<file path="src/rtl/cpu_mem_pkg.sv">
// Shared memory-side definitions for the CPU load/store path:
// access size codes, load unit state encoding and timing defaults.
package cpu_mem_pkg;

    localparam logic [1:0] SZ_BYTE = 2'b00;
    localparam logic [1:0] SZ_HALF = 2'b01;
    localparam logic [1:0] SZ_WORD = 2'b10;

    localparam int TIMEOUT_DEF = 15;

    typedef enum logic [1:0] {
        ST_IDLE = 2'd0,
        ST_REQ  = 2'd1,
        ST_WAIT = 2'd2,
        ST_RESP = 2'd3
    } lru_state_t;

    // Illegal size code or a half/word access not naturally aligned.
    function automatic logic bad_access(
        input logic [1:0] size,
        input logic [1:0] lo
    );
        bad_access = (size == 2'b11)
                  || (size == SZ_HALF && lo[0])
                  || (size == SZ_WORD && lo != 2'b00);
    endfunction

endpackage

</file>
<file path="src/rtl/load_align_ext.sv">
// Picks the addressed byte/halfword/word out of a little-endian
// memory word and sign- or zero-extends it to 32 bits.
module load_align_ext
    import cpu_mem_pkg::*;
(
    input  logic [31:0] data,
    input  logic [1:0]  addr_lo,
    input  logic [1:0]  size,
    input  logic        is_signed,
    output logic [31:0] result
);

    logic [7:0]  lane_b;
    logic [15:0] lane_h;

    always_comb begin
        lane_b = data[{addr_lo, 3'b000} +: 8];
        lane_h = data[{addr_lo[1], 4'b0000} +: 16];
        result = data;
        case (size)
            SZ_BYTE: result = {{24{is_signed & lane_b[7]}}, lane_b};
            SZ_HALF: result = {{16{is_signed & lane_h[15]}}, lane_h};
            default: result = data;
        endcase
    end

endmodule

</file>
<file path="src/rtl/load_read_unit.sv">
// Data-memory read side: one load at a time, word-aligned memory read,
// bounded wait for the response, lane extract and a one-cycle result.
module load_read_unit
    import cpu_mem_pkg::*;
#(
    parameter int ADDR_W  = 32,
    parameter int DATA_W  = 32,
    parameter int TIMEOUT = TIMEOUT_DEF
) (
    input  logic              clk,
    input  logic              reset,
    input  logic              req_valid,
    input  logic [ADDR_W-1:0] req_addr,
    input  logic [1:0]        req_size,
    input  logic              req_signed,
    output logic              req_ready,
    output logic              mem_rd_en,
    output logic [ADDR_W-1:0] mem_addr,
    input  logic              mem_rd_valid,
    input  logic [DATA_W-1:0] mem_rd_data,
    output logic              rsp_valid,
    output logic [DATA_W-1:0] rsp_data,
    output logic              rsp_err,
    output logic              stall
);

    localparam int CNT_W = (TIMEOUT < 1) ? 1 : $clog2(TIMEOUT + 1);

    lru_state_t        state, state_n;
    logic [CNT_W-1:0]  cnt, cnt_n;
    logic [1:0]        addr_lo_q;
    logic [1:0]        size_q;
    logic              sgn_q;
    logic              accept;
    logic              mem_rd_en_n;
    logic [ADDR_W-1:0] mem_addr_n;
    logic              rsp_valid_n;
    logic [DATA_W-1:0] rsp_data_n;
    logic              rsp_err_n;
    logic [DATA_W-1:0] lane;

    load_align_ext u_align (
        .data      (mem_rd_data),
        .addr_lo   (addr_lo_q),
        .size      (size_q),
        .is_signed (sgn_q),
        .result    (lane)
    );

    assign req_ready = (state == ST_IDLE);
    assign stall     = (state == ST_REQ) || (state == ST_WAIT);

    always_comb begin
        state_n     = state;
        cnt_n       = cnt;
        accept      = 1'b0;
        mem_rd_en_n = 1'b0;
        mem_addr_n  = mem_addr;
        rsp_valid_n = 1'b0;
        rsp_data_n  = rsp_data;
        rsp_err_n   = rsp_err;
        unique case (state)
            ST_IDLE: begin
                if (req_valid) begin
                    if (bad_access(req_size, req_addr[1:0])) begin
                        state_n     = ST_RESP;
                        rsp_valid_n = 1'b1;
                        rsp_err_n   = 1'b1;
                        rsp_data_n  = '0;
                    end else begin
                        accept      = 1'b1;
                        state_n     = ST_REQ;
                        mem_rd_en_n = 1'b1;
                        mem_addr_n  = {req_addr[ADDR_W-1:2], 2'b00};
                    end
                end
            end
            ST_REQ: begin
                state_n = ST_WAIT;
                cnt_n   = '0;
            end
            ST_WAIT: begin
                // Data arriving on the last allowed cycle still wins.
                if (mem_rd_valid) begin
                    state_n     = ST_RESP;
                    rsp_valid_n = 1'b1;
                    rsp_err_n   = 1'b0;
                    rsp_data_n  = lane;
                end else if (cnt == CNT_W'(TIMEOUT)) begin
                    state_n     = ST_RESP;
                    rsp_valid_n = 1'b1;
                    rsp_err_n   = 1'b1;
                    rsp_data_n  = '0;
                end else begin
                    cnt_n = cnt + CNT_W'(1);
                end
            end
            ST_RESP: begin
                state_n = ST_IDLE;
            end
        endcase
    end

    always_ff @(posedge clk or negedge reset) begin
        if (!reset) begin
            state     <= ST_IDLE;
            cnt       <= '0;
            addr_lo_q <= '0;
            size_q    <= SZ_BYTE;
            sgn_q     <= 1'b0;
            mem_rd_en <= 1'b0;
            mem_addr  <= '0;
            rsp_valid <= 1'b0;
            rsp_data  <= '0;
            rsp_err   <= 1'b0;
        end else begin
            state     <= state_n;
            cnt       <= cnt_n;
            mem_rd_en <= mem_rd_en_n;
            mem_addr  <= mem_addr_n;
            rsp_valid <= rsp_valid_n;
            rsp_data  <= rsp_data_n;
            rsp_err   <= rsp_err_n;
            if (accept) begin
                addr_lo_q <= req_addr[1:0];
                size_q    <= req_size;
                sgn_q     <= req_signed;
            end
        end
    end

endmodule
</file>
<file path="config.mk">
export PLATFORM = sky130hd
export DESIGN_NAME = load_read_unit
export DESIGN_NICKNAME = d
export VERILOG_FILES = /design/src/rtl/cpu_mem_pkg.sv /design/src/rtl/load_align_ext.sv /design/src/rtl/load_read_unit.sv
export SDC_FILE = /design/constraint.sdc
export NUM_CORES = 1
export LEC_CHECK = 0
export ABC_AREA = 1
export CORE_UTILIZATION = 25
export CTS_CLUSTER_DIAMETER = 150
export DETAILED_ROUTE_END_ITERATION = 8
export MAX_ROUTING_LAYER = met4
export PLACE_DENSITY = 0.54
export SLEW_MARGIN = 20
export SYNTH_ARGS = -nofsm -noshare
export SYNTH_HDL_FRONTEND = slang
export SYNTH_SLANG_ARGS = --single-unit
export TNS_END_PERCENT = 30
</file>
<file path="constraint.sdc">
create_clock -name clk -period 2.77 [get_ports clk]
set_input_delay 0.4155 -clock clk [delete_from_list [all_inputs] [get_ports clk]]
set_output_delay 0.4155 -clock clk [all_outputs]
set_load 0.02 [all_outputs]
</file>
Figure 1. I/O nets highlighted (run 1).
Scale: 3 px per um.
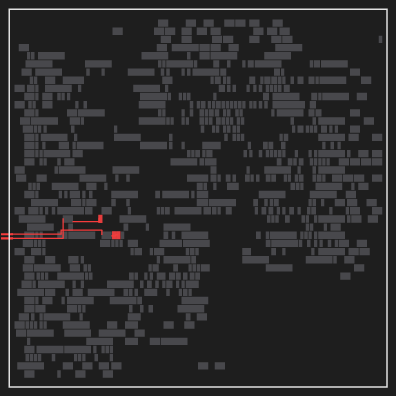
legend:
  red:
    port: req_size
    bits: 2
    direction: input
    edge: left
    end_cells: 3
    buffers: 2
    wire: 69.2 um
I/O pin total: 140
PortBufs: 137

Figure 2. Sequential cells grouped by signal name (run 1).
Scale: 2 px per um. Other sequential cells in the stronger gray, the rest of the logic in the fainter gray.
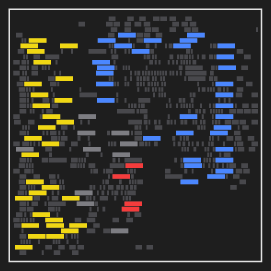
legend:
  blue:
    netlist_name: rsp_data
    placed_flops: 32
  red:
    netlist_name: cnt
    placed_flops: 4
    where: bottom middle
  yellow:
    netlist_name: mem_addr
    placed_flops: 30
    where: a column on the left
not colored: 10
Util after Layout: 38.2%
storage element area: 1900 um2

Figure 3. Routed metal, one color a layer (run 1).
Scale: 3 px per um.
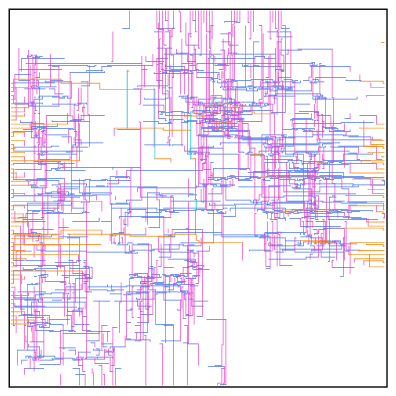
legend:
  orange:
    layer: metal 3
    wire_length: 901 um
  cyan:
    layer: metal 4
    wire_length: 84.3 um
  blue:
    layer: metal 1
    wire_length: 4860 um
  magenta:
    layer: metal 2
    wire_length: 4920 um
vias after detailed routing: 3534
drt total wl: 10.8 mm
routed len/inst: 13.2 um

==> impl_metrics.tcl, run 1 <==
# yosys + openroad results
set metrics [dict create \
    status "finished with violations" \
    failed_checks "DRC" \
    syn_to_final_growth_pct 47.3 \
    post_dp_cell_area_um2 5310 \
    synth_area_um2 3810 \
    internal_power_mw 3.66 \
    dr_wl_met3_um 900 \
    final_max_slew_viol_count 0 \
    drc 9 \
    clkPwrFrac_pct 17.7 \
    ctsLongestPathBuffers 2 \
    yosys_area_um2 3810 \
    power.leakage_nw 2.78 \
    hold_viol 0 \
    cp.arrival_ns 1.79 \
    logic_area_um2 1680 \
    max_flop_register "rsp_data" \
    taps 184 \
    power_density_nw_per_um2 1140 \
    post_cts_resized 0 \
    finalCriticalPeriod_ns 2.21 \
    cp.required_ns 2.35 \
    topCellsByArea "dfrtp_1, nand2_1, nor2_1" \
    critPathMaxStageDelay_ns 0.65 \
]
Figure 4. Congestion heat map (run 1).
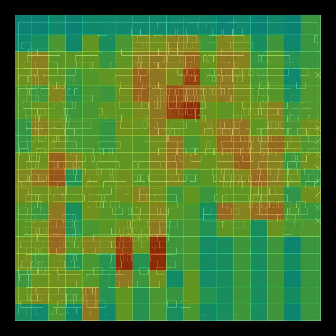

## Run 2: what changed since run 1
--- a/config.mk
+++ b/config.mk
@@ -10,7 +10,7 @@
 export CTS_CLUSTER_DIAMETER = 150
 export DETAILED_ROUTE_END_ITERATION = 8
 export MAX_ROUTING_LAYER = met4
-export PLACE_DENSITY = 0.54
+export PLACE_DENSITY = 0.56
 export SLEW_MARGIN = 20
 export SYNTH_ARGS = -nofsm -noshare
 export SYNTH_HDL_FRONTEND = slang
==> constraint.sdc (replaced) <==
create_clock -name clk -period 1.85 [get_ports clk]
set_input_delay 0.2775 -clock clk [delete_from_list [all_inputs] [get_ports clk]]
set_output_delay 0.2775 -clock clk [all_outputs]
set_load 0.02 [all_outputs]
Figure 5. Congestion heat map (run 2).
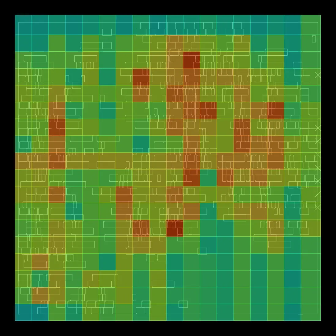
GR Layer Usage met3: 5.01%
Util after Layout: 39.5%
All-Layer GR Usage: 15.1%
grt met2 use: 23.4%
routed len/inst: 13.1 um

==> run 2 against run 1 <==
Design area grew 3.5%; sequential share of layout area shrank 1.1 points; critical endpoint is now stall; worst hold slack improved by 0.38 ns; via count up 2.2%; the flow still finishes with violations (DRC).
==> impl_metrics.tcl, run 2 <==
# yosys + openroad results
set metrics [dict create \
    status "finished with violations" \
    failed_checks "DRC" \
    internal_power_mw 5.94 \
    synth-main-ff-cell "dfrtp_1" \
    io_buffers 137 \
    setup_slack_ns 0.159 \
    nets 716 \
    final_max_slew_viol_count 0 \
    final_cell_mix "nand2_1, clkdlybuf4s50_1, dfrtp_1" \
    cts.sinks 76 \
    topCellsByArea "dfrtp_1, nand2_1, nor2_1" \
    cp.required_ns 1.57 \
    p_comb_share_pct 51.2 \
    power_density_nw_per_um2 1740 \
    fa_ha_area_share_pct 1.64 \
    p_total_mw 10.1 \
    drc 8 \
    syn_to_final_growth_pct 52.4 \
    wl_mm 10.9 \
    seqCellArea_um2 1900 \
    cts_max_level 3 \
    taps 184 \
    yosys_area_um2 3810 \
    post_cts_resized 3 \
    post-place-ws_ns 0.0492 \
    m1WireLength_mm 4.95 \
    critPathMaxStageDelay_ns 0.38 \
    flops 76 \
    ctsLongestPathBuffers 2 \
    max_flop_register "rsp_data" \
    power.leakage_nw 2.86 \
    fmax_ghz 0.591 \
    design_area_um2 5800 \
    io_pins 140 \
    r2r_start "state[0]$_DFFE_PN0P_" \
    clkPwrFrac_pct 20.0 \
    tritoncts "yes" \
    finalCriticalPeriod_ns 1.69 \
    pg_comb_mw 5.18 \
    post_dp_cell_area_um2 5440 \
    cp.arrival_ns 1.41 \
    top_power_group "combinational logic" \
    startpoint "state[1]$_DFFE_PN0P_" \
    vias 3611 \
    dr_wl_met3_um 857 \
    largest_register_ffs 32 \
    wl_met2_mm 4.89 \
]
Figure 6. Sequential cells grouped by signal name (run 2).
Scale: 2 px per um. Other sequential cells in the stronger gray, the rest of the logic in the fainter gray.
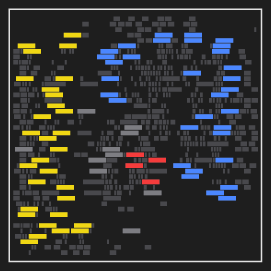
legend:
  blue:
    netlist_name: rsp_data
    placed_flops: 32
  yellow:
    netlist_name: mem_addr
    placed_flops: 30
    where: a column on the left
  red:
    netlist_name: cnt
    placed_flops: 4
    where: middle
not colored: 10
seq pwr: 2.91 mW
Seq/total area: 32.8%

Figure 7. I/O nets highlighted (run 2).
Scale: 3 px per um.
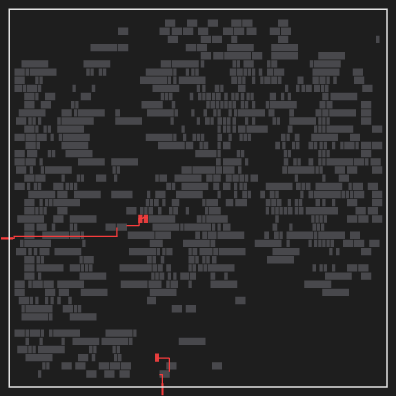

## Run 3: what changed since run 2
--- a/config.mk
+++ b/config.mk
@@ -6,11 +6,11 @@
 export NUM_CORES = 1
 export LEC_CHECK = 0
 export ABC_AREA = 1
-export CORE_UTILIZATION = 25
+export CORE_UTILIZATION = 40
 export CTS_CLUSTER_DIAMETER = 150
 export DETAILED_ROUTE_END_ITERATION = 8
 export MAX_ROUTING_LAYER = met4
-export PLACE_DENSITY = 0.56
+export PLACE_DENSITY = 0.8
 export SLEW_MARGIN = 20
 export SYNTH_ARGS = -nofsm -noshare
 export SYNTH_HDL_FRONTEND = slang
Figure 8. I/O nets highlighted (run 3).
Scale: 4 px per um.
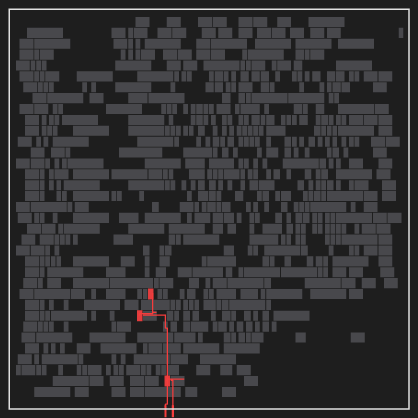
legend:
  red:
    port: req_size
    bits: 2
    direction: input
    edge: bottom
    end_cells: 3
    buffers: 2
    wire: 50.9 um

==> run 3 against run 2 <==
The flow now finishes without violations; count of clock-buffer cells in the layout grew 1; register-to-register slack improved by 0.02 ns; synthesized cell count is the same; power down 7.4%; die area fell by 37%; routed wire length shrank 11%; critical path type unchanged; highest routed layer unchanged.
==> impl_metrics.tcl, run 3 <==
# yosys + openroad results
set metrics [dict create \
    critPathMaxStageDelay_ns 0.39 \
    pg_seq_mw 2.89 \
    clkPwrFrac_pct 15.1 \
    wl_met2_mm 4.58 \
    wl_mm 9.63 \
    tritoncts "yes" \
    largest_register_ffs 32 \
    status "finished, final reports clean" \
    internal_power_mw 5.35 \
    met3_usage_pct 6.61 \
    power_density_nw_per_um2 1680 \
    post_cts_resized 2 \
    pg_comb_mw 5.07 \
    cp.required_ns 1.57 \
    r2r_start "state[0]$_DFFE_PN0P_" \
    setup_slack_ns 0.119 \
    cp.arrival_ns 1.45 \
    taps 129 \
    dr_wl_met3_um 740 \
    top_power_group "combinational logic" \
    final_core_util_pct 60.4 \
    post-place-ws_ns 0.102 \
    seq_area_share_pct 34.1 \
    io_pins 140 \
    wl_per_cell_um 12.5 \
    startpoint "state[1]$_DFFE_PN0P_" \
]
Figure 9. Pin map (run 3).
Scale: 3 px per um. Pins as bars across the die edge, other pins in gray.
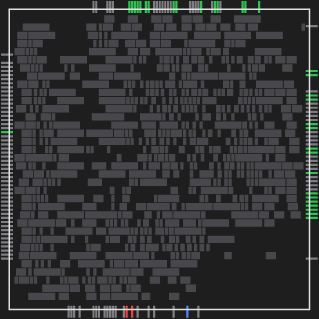
legend:
  green:
    port: rsp_data
    pins: 32
    direction: output
    edge: 16 right, 15 top, 1 left
  red:
    port: req_size
    pins: 2
    direction: input
    edge: bottom
  blue:
    port: rsp_err
    pins: 1
    direction: output
    edge: bottom
die width: 99.6 um
Die Ht: 99.6 um

Power and IR drop assume default switching activity.
